Design muldiv_hilo, sky130hd; sources not shown.
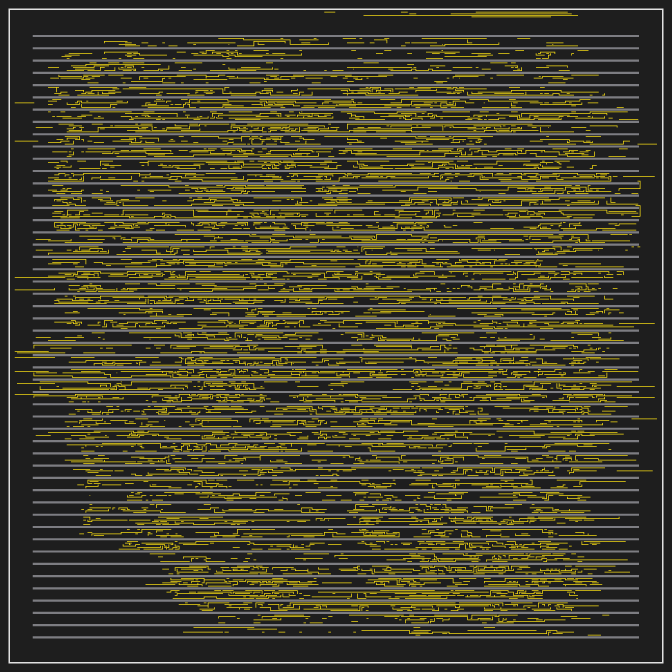
(images/layer_met1.png)
Supply wires on this layer in gray.
wire length on this layer: 14100 um
main direction: horizontal
GR Util met1: 0.447
routed vias: 11.4k
drt total wl: 36000 um

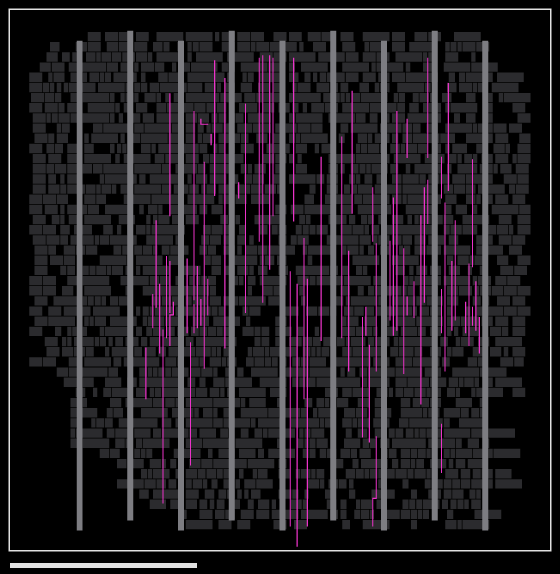
(images/layer_met4.png)
The bar under the picture is 50 um long. Supply wires on this layer in gray. Cells faint in the background.
nets with wire on the layer: 58
share of all routed wire: 5.3%

==> notes.md <==
fresh numbers from the pnr run: power density cells 150 nW/um^2, post-synthesis adder-cell area fraction 0.0445, layout cells sized above 1 0.0451, Routed met2 length 16400 um, Root Driver clkbuf_16, P_sw 0.617 mW, Setup WS pre-CTS 4290 ps, initial antenna violation count 0, number of enable flip-flop cells 0, cycle use final 0.476, Crit path largest cell delay 690 ps, worst-margin pin slew 920 ps, chip area 20900 um^2, TritonCTS Sinks 169, fin util 0.718, CP Cell Sequence clkdlybuf4s50_1, inv_1, ha_1, nor4b_1, nand4b_1, nor3_1, a21oi_1, xor2_1, nand2_1, a21oi_1, and+or+nand+nor area frac 0.241, Pint 1.31 mW, Post-CTS Resized 0, Critical Path Stages 10, AO/OA Area Share 0.253, Final Non-Filler Cells 1715, Yosys top cell by instances nor2_1, met2 Track Usage GR 0.537, setup violators final 0, CTS Buf Count 17, Fin Clk Skew 10.2 ps, Synth cell types 68, number of flip-flops in the largest register 64, XOR/XNOR Fraction of Synth Area 0.0977, number of global-route vias before repair 10.3k, Top-area cell share 0.312, Yosys Chip Area 10900 um^2, CTS clk-pin slew, worst paths 70 ps, Max Fanout on Critical Path 9, hold buffer count at CTS 0, Final GP Congestion 0.962, Period minus WS final 4240 ps, maximum clock frequency 236 MHz, Syn Area/Cell 7.72 um^2, Post-synth top cells nor2_1 (206), dfxtp_1 (169), nand2_1 (105), fin nets 1585, Tot Pwr 1.93 mW, Largest logic family AND-OR/OR-AND gates, GRT overflow 0, HPWL after detailed placement 26500 um, diodes inserted 0, CP max-delay cell nor4b_1, post-route ant nets 0, CP required 9260 ps, Die Height 144 um, area leader, netlist dfxtp_1, r2r worst-path depth 7, register area share after synthesis 0.312, Crit path buffers/inverters 2, Syn Nets 1517, Slew Limit Fails 0, WS Path Type in -> reg, hold crit path type reg -> reg, Log Warnings 26, Mapped Cells 1405, IO Pins 140, number of max-cap violations 0, status finished, final reports clean, maximum vdd drop 0.125 mV, final hold vios 0, Area Overhead vs Synth 18.4%, Min Hold Slack 461 ps, Seq cells post-synth 169, core outline area 17900 um^2, Critical Path Source Type input pin, unrepaired setup endpoints after global routing false, TritonRoute pass-1 iters 6, DRT iter0 DRCs 1511, Rel. slew slack 0.385
==> power groups by stage <==
| stage | sequential [mW] | combinational, mW | clock [mW] |
|---|---|---|---|
| 2_1_floorplan | 0.880 | 0.153 | 0 |
| 3_3_place_gp | 0.822 | 0.343 | 0 |
| 3_5_place_dp | 0.823 | 0.348 | 0 |
| 4_1_cts | 0.806 | 0.349 | 0.769 |
| 5_1_grt | 0.809 | 0.374 | 0.806 |
| 6_report | 0.807 | 0.354 | 0.769 |
==> area by class of cell <==
cell class,instances,area (um^2)
clock buffers,17,425
clock inverters,15,183
fillers,1438,5050
inverters,16,60.1
multi-input cells,1121,7050
flip-flops and latches,169,3380
well taps,229,287
repair buffers,148,1460
Power and IR drop assume default switching activity.
